**src/rtl/chacha20_stream_decryptor_pkg.sv**
```systemverilog
// Shared ChaCha20 definitions used by the stream decryptor and the encoder-side
// users of the same core.
// Contents: sigma constants, word/block widths, the decryptor FSM state enum,
// and the 512-bit block-state assembly function.
package chacha20_stream_decryptor_pkg;

  localparam int WORD_W          = 32;
  localparam int BLOCK_W         = 512;
  localparam int WORDS_PER_BLOCK = 16;

  localparam logic [WORD_W-1:0] SIGMA0 = 32'h6170_7865;
  localparam logic [WORD_W-1:0] SIGMA1 = 32'h3320_646e;
  localparam logic [WORD_W-1:0] SIGMA2 = 32'h7962_2d32;
  localparam logic [WORD_W-1:0] SIGMA3 = 32'h6b20_6574;

  typedef enum logic [2:0] {
    ST_IDLE,
    ST_LOAD,
    ST_START,
    ST_WAIT,
    ST_STREAM
  } state_e;

  // Word i of the block lives at bits [32i+31:32i]: sigma in words 0..3,
  // key in 4..11, counter in 12, nonce in 13..15.
  function automatic logic [BLOCK_W-1:0] chacha20_assemble_state(
    input logic [255:0]      key,
    input logic [WORD_W-1:0] counter,
    input logic [95:0]       nonce
  );
    return {nonce, counter, key, SIGMA3, SIGMA2, SIGMA1, SIGMA0};
  endfunction

endpackage

```
**src/rtl/chacha20_keystream_buffer.sv**
```systemverilog
// Holds one 512-bit keystream block and selects the 32-bit word for the
// current position in the block.
// Ports:
//   clock, clear_n      clock and synchronous active-low reset
//   load_i, block_i     capture a new block and rewind the word index to 0
//   advance_i           step to the next word of the block
//   word_o, index_o     selected keystream word and its index
module chacha20_keystream_buffer
  import chacha20_stream_decryptor_pkg::*;
(
  input  logic               clock,
  input  logic               clear_n,
  input  logic               load_i,
  input  logic [BLOCK_W-1:0] block_i,
  input  logic               advance_i,
  output logic [WORD_W-1:0]  word_o,
  output logic [3:0]         index_o
);

  logic [BLOCK_W-1:0] ks_q;
  logic [3:0]         index_q;

  always_ff @(posedge clock) begin
    if (!clear_n) begin
      ks_q    <= '0;
      index_q <= '0;
    end else if (load_i) begin
      ks_q    <= block_i;
      index_q <= '0;
    end else if (advance_i) begin
      index_q <= index_q + 4'd1;
    end
  end

  assign word_o  = ks_q[{index_q, 5'd0} +: WORD_W];
  assign index_o = index_q;

endmodule

```
**src/rtl/chacha20_stream_decryptor.sv**
```systemverilog
// Streaming ChaCha20 decryptor: drives an external ChaCha20 core to produce
// keystream blocks and XORs them against incoming 32-bit ciphertext words.
// The block counter advances every 16 words; a counter wrap or a core that
// never finishes sets the sticky error flag.
// Ports:
//   clock, clear_n                      clock, synchronous active-low reset
//   start, key, nonce, ctr_init         message start and its parameters
//   busy, error                         status (error is sticky until start)
//   core_*                              initiator side of the ChaCha20 core
//   s_valid/s_ready/s_data/s_last       ciphertext input stream
//   m_valid/m_ready/m_data/m_last       plaintext output stream
//   dbg_state                           current FSM state
// Handshakes: a word transfers on the rising edge where valid and ready are
// both high; a producer holds valid and its data steady until that edge.
module chacha20_stream_decryptor
  import chacha20_stream_decryptor_pkg::*;
#(
  parameter int TIMEOUT_CYCLES = 1024  // must be at least 2
) (
  input  logic               clock,
  input  logic               clear_n,
  input  logic               start,
  input  logic [255:0]       key,
  input  logic [95:0]        nonce,
  input  logic [WORD_W-1:0]  ctr_init,
  output logic               busy,
  output logic               error,
  output logic               core_set_state,
  output logic               core_start_round,
  output logic [BLOCK_W-1:0] core_round_input,
  input  logic [BLOCK_W-1:0] core_round_output,
  input  logic               core_finished,
  input  logic               s_valid,
  output logic               s_ready,
  input  logic [WORD_W-1:0]  s_data,
  input  logic               s_last,
  output logic               m_valid,
  input  logic               m_ready,
  output logic [WORD_W-1:0]  m_data,
  output logic               m_last,
  output state_e             dbg_state
);

  localparam int CW = $clog2(TIMEOUT_CYCLES + 1);
  // START is cycle 0; stopping the count here makes error/busy change
  // exactly TIMEOUT_CYCLES cycles after START.
  localparam logic [CW-1:0] WAIT_LIMIT = CW'(TIMEOUT_CYCLES - 2);

  state_e               state_q;
  logic [255:0]         key_q;
  logic [95:0]          nonce_q;
  logic [WORD_W-1:0]    ctr_q;
  logic [CW-1:0]        wait_cnt_q;
  logic                 error_q;
  logic                 set_state_q;
  logic                 start_round_q;
  logic [BLOCK_W-1:0]   round_input_q;
  logic                 m_valid_q;
  logic [WORD_W-1:0]    m_data_q;
  logic                 m_last_q;

  logic [WORD_W-1:0]    ks_word;
  logic [3:0]           ks_index;
  logic                 s_hs;
  logic [WORD_W-1:0]    ctr_next;

  assign s_ready  = (state_q == ST_STREAM) && (!m_valid_q || m_ready);
  assign s_hs     = s_valid && s_ready;
  assign ctr_next = ctr_q + 32'd1;

  chacha20_keystream_buffer u_ks_buf (
    .clock     (clock),
    .clear_n   (clear_n),
    .load_i    ((state_q == ST_WAIT) && core_finished),
    .block_i   (core_round_output),
    .advance_i (s_hs && !s_last && (ks_index != 4'd15)),
    .word_o    (ks_word),
    .index_o   (ks_index)
  );

  always_ff @(posedge clock) begin
    if (!clear_n) begin
      state_q       <= ST_IDLE;
      key_q         <= '0;
      nonce_q       <= '0;
      ctr_q         <= '0;
      wait_cnt_q    <= '0;
      error_q       <= 1'b0;
      set_state_q   <= 1'b0;
      start_round_q <= 1'b0;
      round_input_q <= '0;
      m_valid_q     <= 1'b0;
      m_data_q      <= '0;
      m_last_q      <= 1'b0;
    end else begin
      set_state_q   <= 1'b0;
      start_round_q <= 1'b0;

      // The output register keeps draining whatever state the FSM is in.
      if (s_hs) begin
        m_valid_q <= 1'b1;
        m_data_q  <= s_data ^ ks_word;
        m_last_q  <= s_last;
      end else if (m_ready) begin
        m_valid_q <= 1'b0;
      end

      case (state_q)
        ST_IDLE: begin
          if (start) begin
            key_q         <= key;
            nonce_q       <= nonce;
            ctr_q         <= ctr_init;
            error_q       <= 1'b0;
            set_state_q   <= 1'b1;
            round_input_q <= chacha20_assemble_state(key, ctr_init, nonce);
            state_q       <= ST_LOAD;
          end
        end
        ST_LOAD: begin
          start_round_q <= 1'b1;
          state_q       <= ST_START;
        end
        ST_START: begin
          wait_cnt_q <= '0;
          state_q    <= ST_WAIT;
        end
        ST_WAIT: begin
          if (core_finished) begin
            state_q <= ST_STREAM;
          end else if (wait_cnt_q == WAIT_LIMIT) begin
            error_q <= 1'b1;
            state_q <= ST_IDLE;
          end else begin
            wait_cnt_q <= wait_cnt_q + CW'(1);
          end
        end
        ST_STREAM: begin
          if (s_hs) begin
            if (s_last) begin
              // Rest of the keystream block is dropped; counter stays put.
              state_q <= ST_IDLE;
            end else if (ks_index == 4'd15) begin
              ctr_q <= ctr_next;
              if (ctr_q == 32'hFFFF_FFFF) error_q <= 1'b1;
              set_state_q   <= 1'b1;
              round_input_q <= chacha20_assemble_state(key_q, ctr_next, nonce_q);
              state_q       <= ST_LOAD;
            end
          end
        end
        default: state_q <= ST_IDLE;
      endcase
    end
  end

  assign busy             = (state_q != ST_IDLE);
  assign error            = error_q;
  assign core_set_state   = set_state_q;
  assign core_start_round = start_round_q;
  assign core_round_input = round_input_q;
  assign m_valid          = m_valid_q;
  assign m_data           = m_data_q;
  assign m_last           = m_last_q;
  assign dbg_state        = state_q;

endmodule

```
**config.mk**
```make
export PLATFORM = sky130hd
export DESIGN_NAME = chacha20_stream_decryptor
export DESIGN_NICKNAME = d
export VERILOG_FILES = /design/src/rtl/chacha20_stream_decryptor_pkg.sv /design/src/rtl/chacha20_keystream_buffer.sv /design/src/rtl/chacha20_stream_decryptor.sv
export SDC_FILE = /design/constraint.sdc
export NUM_CORES = 2
export LEC_CHECK = 0
export ABC_AREA = 1
export CORE_AREA = 4 4 577 579
export CTS_BUF_LIST = sky130_fd_sc_hd__clkbuf_8
export CTS_CLUSTER_SIZE = 25
export DETAILED_ROUTE_END_ITERATION = 16
export DIE_AREA = 0 0 581 583
export PLACE_DENSITY = 0.39
export SKIP_CTS_REPAIR_TIMING = 1
export SYNTH_ARGS = -nofsm -noshare
export SYNTH_HDL_FRONTEND = slang
export SYNTH_HIERARCHICAL = 1
export SYNTH_SLANG_ARGS = --single-unit
```
**constraint.sdc**
```tcl
create_clock -name clock -period 1.9 [get_ports clock]
set_clock_uncertainty 0.2 [all_clocks]
set_input_delay 0.38 -clock clock [delete_from_list [all_inputs] [get_ports clock]]
set_output_delay 0.38 -clock clock [all_outputs]
set_load 0.1 [all_outputs]
```
==> results.txt <==
run metrics: Tightest Pin Transition slightly below 0.6 ns, Final Setup Violations 1714, worst hold path class input port to register, max reg flops 512, critical path's largest stage delay ~0.34 ns, Crit. Startpoint dbg_state[0], total power 105 mW, sequential fraction of the synthesis area 45.8%, slowest cell on the critical path dfxtp_4, number of enable flip-flop cells 0, cell area after synthesis 57000 µm², adder share 0.0878%, routed length on met2 approximately 160000 µm, failing checks negative setup slack, MI comb area around 25000 µm², status complete, but fails checks, cell internal pwr 63.0 mW, Top Consumer combinational cells, reg2reg start u_ks_buf/index_o[0], Clock-cell share 5.46%, final worst slack -0.758 ns, clock slew at reported path FFs 0.06 ns
Figure 1. Signal wires on met3.
The bar under the picture is 200 µm long. Cells faint in the background.
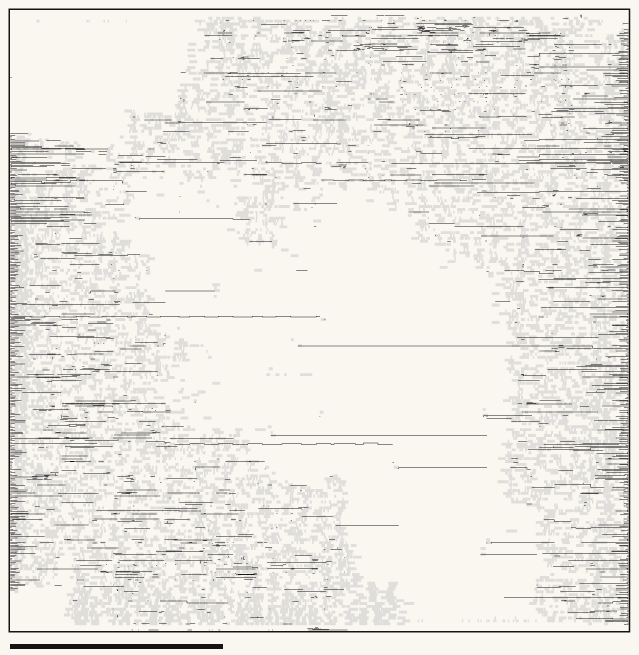
The layer carries 22.3 mm of wire. 1325 nets have wire on it. The longest straight run is 277 µm.
WL final: 336000 µm
vias post-DR: 64.2k
GR Layer Usage met3: 4.94%

Figure 2. Signal wires on met4.
Supply wires on this layer in gray.
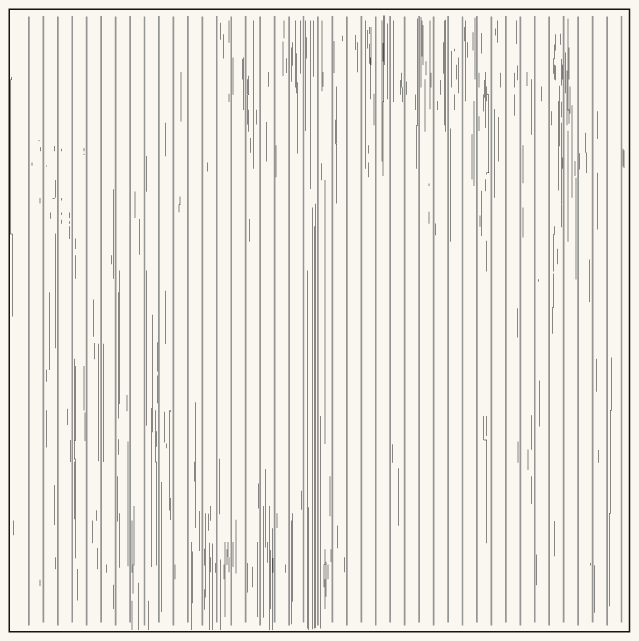
The longest straight run is 398 µm. The layer carries 13700 µm of wire. 225 nets have wire on it. The layer holds 4.1% of the routed length.

Figure 3. The metal 2 layer.
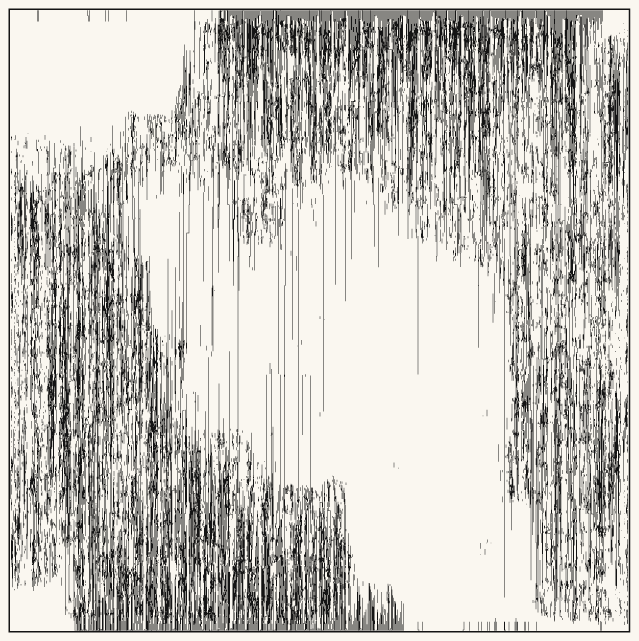
The layer holds 48% of the routed length. The layer carries 162 mm of wire. The longest straight run is 337 µm.
routing usage on met2: 30.0%

Power and IR drop assume default switching activity.
